==> config.mk <==
export PLATFORM = sky130hd
export DESIGN_NAME = dec_text_parser
export DESIGN_NICKNAME = d
export VERILOG_FILES = /design/src/rtl/dec_text_parser.sv
export SDC_FILE = /design/constraint.sdc
export NUM_CORES = 1
export LEC_CHECK = 0
export ABC_AREA = 1
export CAP_MARGIN = 10
export CORE_AREA = 4 4 73 109
export DETAILED_ROUTE_END_ITERATION = 8
export DIE_AREA = 0 0 77 113
export HOLD_SLACK_MARGIN = 0.03
export PLACE_DENSITY_LB_ADDON = 0.3
export SLEW_MARGIN = 20
export SYNTH_ARGS = -nofsm -noshare
export SYNTH_HDL_FRONTEND = slang
export SYNTH_SLANG_ARGS = --single-unit
export TNS_END_PERCENT = 50
==> constraint.sdc <==
create_clock -name clk -period 4.6 [get_ports clk]
set_input_delay 0.46 -clock clk [delete_from_list [all_inputs] [get_ports clk]]
set_output_delay 0.46 -clock clk [all_outputs]
set_load 0.02 [all_outputs]
==> src/rtl/dec_text_parser.sv <==
// dec_text_parser
//   Assembles runs of ASCII decimal digits into an unsigned binary value.
//   One character is taken per transfer (chr_vld & chr_rdy). Leading
//   separators are skipped. The first non-digit after a digit run ends the
//   number and is consumed. The result is then published for one cycle
//   (val_vld) in the DONE state.
//
// Ports
//   clk      system clock, rising edge
//   rst_b    asynchronous active-low reset
//   chr      ASCII character in
//   chr_vld  chr is valid this cycle
//   chr_rdy  parser accepts chr this cycle (low only in DONE)
//   val      parsed value, saturated at 2^WIDTH-1, held until next result
//   val_vld  one-cycle pulse: val/ovf/ndig are new
//   ovf      value exceeded 2^WIDTH-1
//   ndig     digit count of the number, saturating at 15
//   busy     a number is being accumulated
module dec_text_parser #(
  parameter int WIDTH = 16
) (
  input  logic             clk,
  input  logic             rst_b,
  input  logic [7:0]       chr,
  input  logic             chr_vld,
  output logic             chr_rdy,
  output logic [WIDTH-1:0] val,
  output logic             val_vld,
  output logic             ovf,
  output logic [3:0]       ndig,
  output logic             busy
);

  typedef enum logic [1:0] {
    IDLE = 2'd0,
    ACC  = 2'd1,
    DONE = 2'd2
  } state_t;

  localparam logic [WIDTH-1:0] MAXV = '1;

  state_t           state, state_nxt;
  logic [WIDTH-1:0] acc;
  logic [3:0]       cnt;
  logic             ovfl;

  logic             is_dig;
  logic [3:0]       d;
  logic             xfer;

  logic [WIDTH+3:0] acc_ext;
  logic [WIDTH+3:0] prod;
  logic             prod_ovf;
  logic [WIDTH-1:0] acc_nxt;
  logic [3:0]       cnt_nxt;

  // Character-to-nibble map: 0x30..0x39 -> 0..9, everything else -> 15.
  always_comb begin
    is_dig = (chr >= 8'h30) && (chr <= 8'h39);
    d      = is_dig ? chr[3:0] : 4'hF;
  end

  assign xfer = chr_vld & chr_rdy;

  // acc*10 + d at WIDTH+4 bits: (2^W-1)*10+9 < 2^(W+4), so the top nibble
  // being non-zero is an exact overflow test. Shift-add avoids a multiplier.
  always_comb begin
    acc_ext  = {4'd0, acc};
    prod     = (acc_ext << 3) + (acc_ext << 1) + {{WIDTH{1'b0}}, d};
    prod_ovf = ovfl | (|prod[WIDTH+3:WIDTH]);
    acc_nxt  = prod_ovf ? MAXV : prod[WIDTH-1:0];
    cnt_nxt  = (cnt == 4'hF) ? cnt : cnt + 4'd1;
  end

  // State register
  always_ff @(posedge clk or negedge rst_b) begin
    if (!rst_b) state <= IDLE;
    else        state <= state_nxt;
  end

  // Next-state logic
  always_comb begin
    state_nxt = state;
    case (state)
      IDLE:    if (xfer && is_dig)  state_nxt = ACC;
      ACC:     if (xfer && !is_dig) state_nxt = DONE;
      DONE:    state_nxt = IDLE;
      default: state_nxt = IDLE;
    endcase
  end

  // State-decoded outputs
  always_comb begin
    chr_rdy = (state != DONE);
    busy    = (state == ACC);
    val_vld = (state == DONE);
  end

  // Accumulator and result registers
  always_ff @(posedge clk or negedge rst_b) begin
    if (!rst_b) begin
      acc  <= '0;
      cnt  <= '0;
      ovfl <= 1'b0;
      val  <= '0;
      ovf  <= 1'b0;
      ndig <= '0;
    end else if (xfer) begin
      case (state)
        IDLE: begin
          if (is_dig) begin
            acc  <= WIDTH'(d);
            cnt  <= 4'd1;
            ovfl <= 1'b0;
          end
        end
        ACC: begin
          if (is_dig) begin
            acc  <= acc_nxt;
            cnt  <= cnt_nxt;
            ovfl <= prod_ovf;
          end else begin
            // terminator: publish, DONE raises val_vld next cycle
            val  <= acc;
            ovf  <= ovfl;
            ndig <= cnt;
          end
        end
        default: ;
      endcase
    end
  end

endmodule

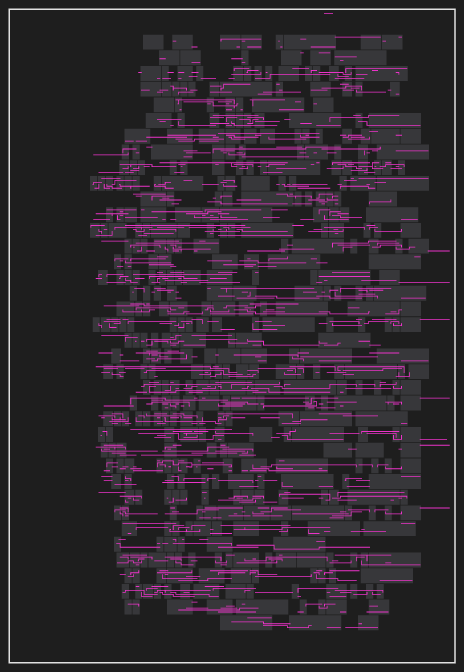
Fig. 1. The metal 1 layer.
main direction	horizontal
share of all routed wire	45%
total wire length: 6720 um
global routing met1 resource utilization: 0.200
via count: 2662

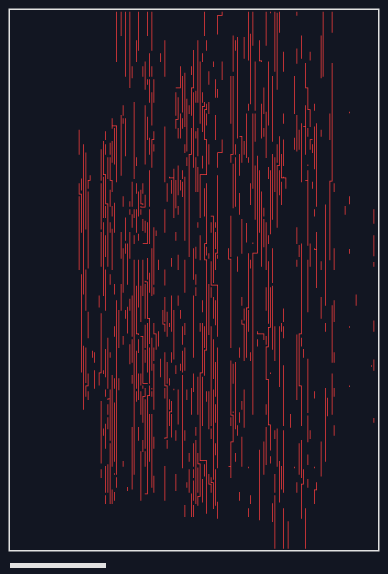
Fig. 2. M2 wires.
The bar under the picture is 20 um long.
share of all routed wire	51%
nets with wire on the layer	378
longest straight run	44.9 um
wire length on this layer	3400 um
met2 routing resource usage after global routing: 0.286

==> impl_metrics.json <==
{
  "critical_path_buf_inv_count": 4,
  "critical-path-top-delay-family": "simple AND/OR/NAND/NOR gates",
  "power.density_cell_area_nw_per_um2": 338,
  "final_common_cell": "nand2_1",
  "yosysWarnings": 0,
  "wl_met3_um": 149,
  "finalWorstPathRequiredPeriod_ps": 3210,
  "hold_viol_final": 0,
  "synth_area_um2": 3120,
  "clk_latency_ps": 290,
  "drt.antenna.violating_nets": 0,
  "grt-busiest-layer": "met2",
  "gp_congestion": 0.990,
  "netlist_instances": 420,
  "max-slew-margin-rel": 0.379,
  "clk_path_buf_depth": 2,
  "met2WireLength_um": 3400,
  "drive_gt1_frac": 0.0989,
  "detail_route.drc_violations": 0,
  "final.setup.tns_ps": 0,
  "mostFrequentLayoutCells": "nand2_1 (155), inv_1 (45), dfrtp_1 (44), clkdlybuf4s50_1 (33), ha_1 (32)",
  "static-leakage-power_nw": 2.03,
  "seq-cell-share": 0.305,
  "grt.total_usage": 0.161,
  "number_of_placed_i_o_pins": 35,
  "firstDrtPassIters": 4,
  "clock_buffers": 7,
  "floorplan.core_util": 0.440,
  "routedLengthMet1_um": 3010,
  "tritoncts_clock_tree": "done",
  "synth.distinct_cells": 34,
  "core_um2": 7080,
  "floorplan.rows": 38,
  "worstPathMaxFanout": 11,
  "ys_seq_elements": 44,
  "cts_resized": 0,
  "cts_root_buffer": "clkbuf_8",
  "num-nonclk-inverters": 53,
  "synth_stat.cells": 420,
  "outcome": "finished clean",
  "crit_path_max_cell_delay_ps": 510,
  "well_tap_count": 80,
  "nMultiInputCombCells": 315,
  "h-tree-depth": 2,
  "data_arrival_time_at_the_worst_slack_endpoint_ps": 3380,
  "edf_count": 0,
  "area_share_clock_buf_inv": 0.0267,
  "antenna_violations_before_repair": 0,
  "syn-num-nets": 465,
  "dp.cells": 528,
  "setup_repair_after_global_routing_missed_its_margin": "no",
  "die_x_um": 77,
  "syn-mean-instance-area_um2": 7.42,
  "detail_route.iter0.violations": 70,
  "post_layout_nonfiller_instances": 535,
  "critical_path.endpoint_type": "flop",
  "maxCapViolCount": 0,
  "syn2layout_area_growth_pct": 15.9,
  "design.die.area_um2": 8700,
  "routed_length_per_placed_instance_um": 12.6,
  "criticalPathCategory": "primary input to flop",
  "worstSetupPathDepth": 20,
  "vias_per_cell": 4.98,
  "dominant_cells": "combinational gates",
  "largest_net_degree_at_the_start_of_global_routing": 45,
  "nFillCells": 722,
  "fmax_ghz": 0.312,
  "hp-class": "primary input to asynchronous set/reset pin",
  "cp.required_ps": 4780,
  "reg2reg_setup_slack_ps": 1870
}
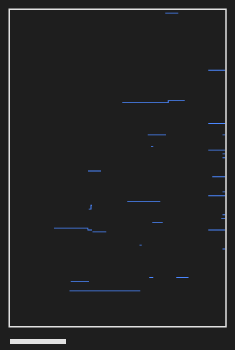
Fig. 3. Metal 3.
The bar under the picture is 20 um long.
wire length on this layer	149 um
longest straight run	25.1 um
nets with wire on the layer	22
share of all routed wire	2.2%
Global Route met3 Usage: 0.0167

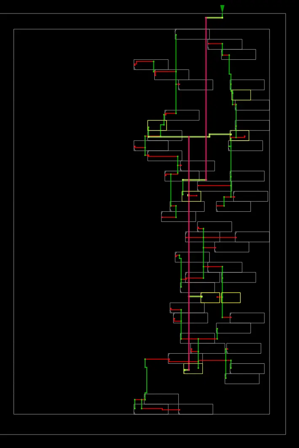
Fig. 4. Clock nets.
flip-flops: 44
CTS Buf Count: 5

[cells by family after synthesis]
kind of cell	synth area share
AOI/OAI and AO/OA	0.0807
and+or+nand+nor	0.328
xor gates and xnor gates	0.0169
DFF	0.353
adders and majority gates	0.141
buffers and inverters	0.0799
[sequential cells by signal, indices dropped and copies added, names as in the netlist]
signal,cells
ovfl,1
cnt,4
val,16
state,2
ovf,1
ndig,4
acc,16
[power breakdown]
group	switching [W]	total, W	internal, W
combinational	0.000269	0.000471	0.000202
sequential	0.0000486	0.000498	0.000449
clock	0.000119	0.000253	0.000134
total	0.000437	0.00122	0.000785
[Yosys cell counts (3+ instances only)]
library cell    n  area, um2
nand3_2         7       70.1
nor2_1         18       67.6
buf_2           3       15.0
nand2_1       155        582
inv_1          45        169
nand2_2         4       25.0
clkbuf_1        4       15.0
ha_1           32        400
nor2_2          3       18.8
or2_2           7       43.8
nor3_1          4       20.0
dfrtp_1        44       1100
a21oi_1        16       80.1
o21ai_0        22        110
nand3_1        20        100
inv_2           8       30.0
xnor2_1         6       52.6
[through the flow]
step | utilization | area (um2) | setup slack, ps | power (W)
2_1_floorplan | - | 3120 | 1730 | 0.000813
3_3_place_gp | 0.496 | 3520 | 1150 | 0.000968
3_5_place_dp | 0.496 | 3520 | 1070 | 0.000978
4_1_cts | 0.510 | 3610 | 1380 | 0.00123
5_1_grt | 0.510 | 3610 | 1030 | 0.00132
6_report | 0.510 | 3610 | 1390 | 0.00122
[path summary, 6_finish.rpt]
kind,end,startpoint
worst max-delay path,ovfl,chr[7]
worst min-delay path,val[3],rst_b
worst max register to register,ovfl,acc[0]
worst min register to register,val[9],val[9]
max in group asynchronous,val[9],rst_b
min in group clk,val[9],val[9]
Power and IR drop assume default switching activity.
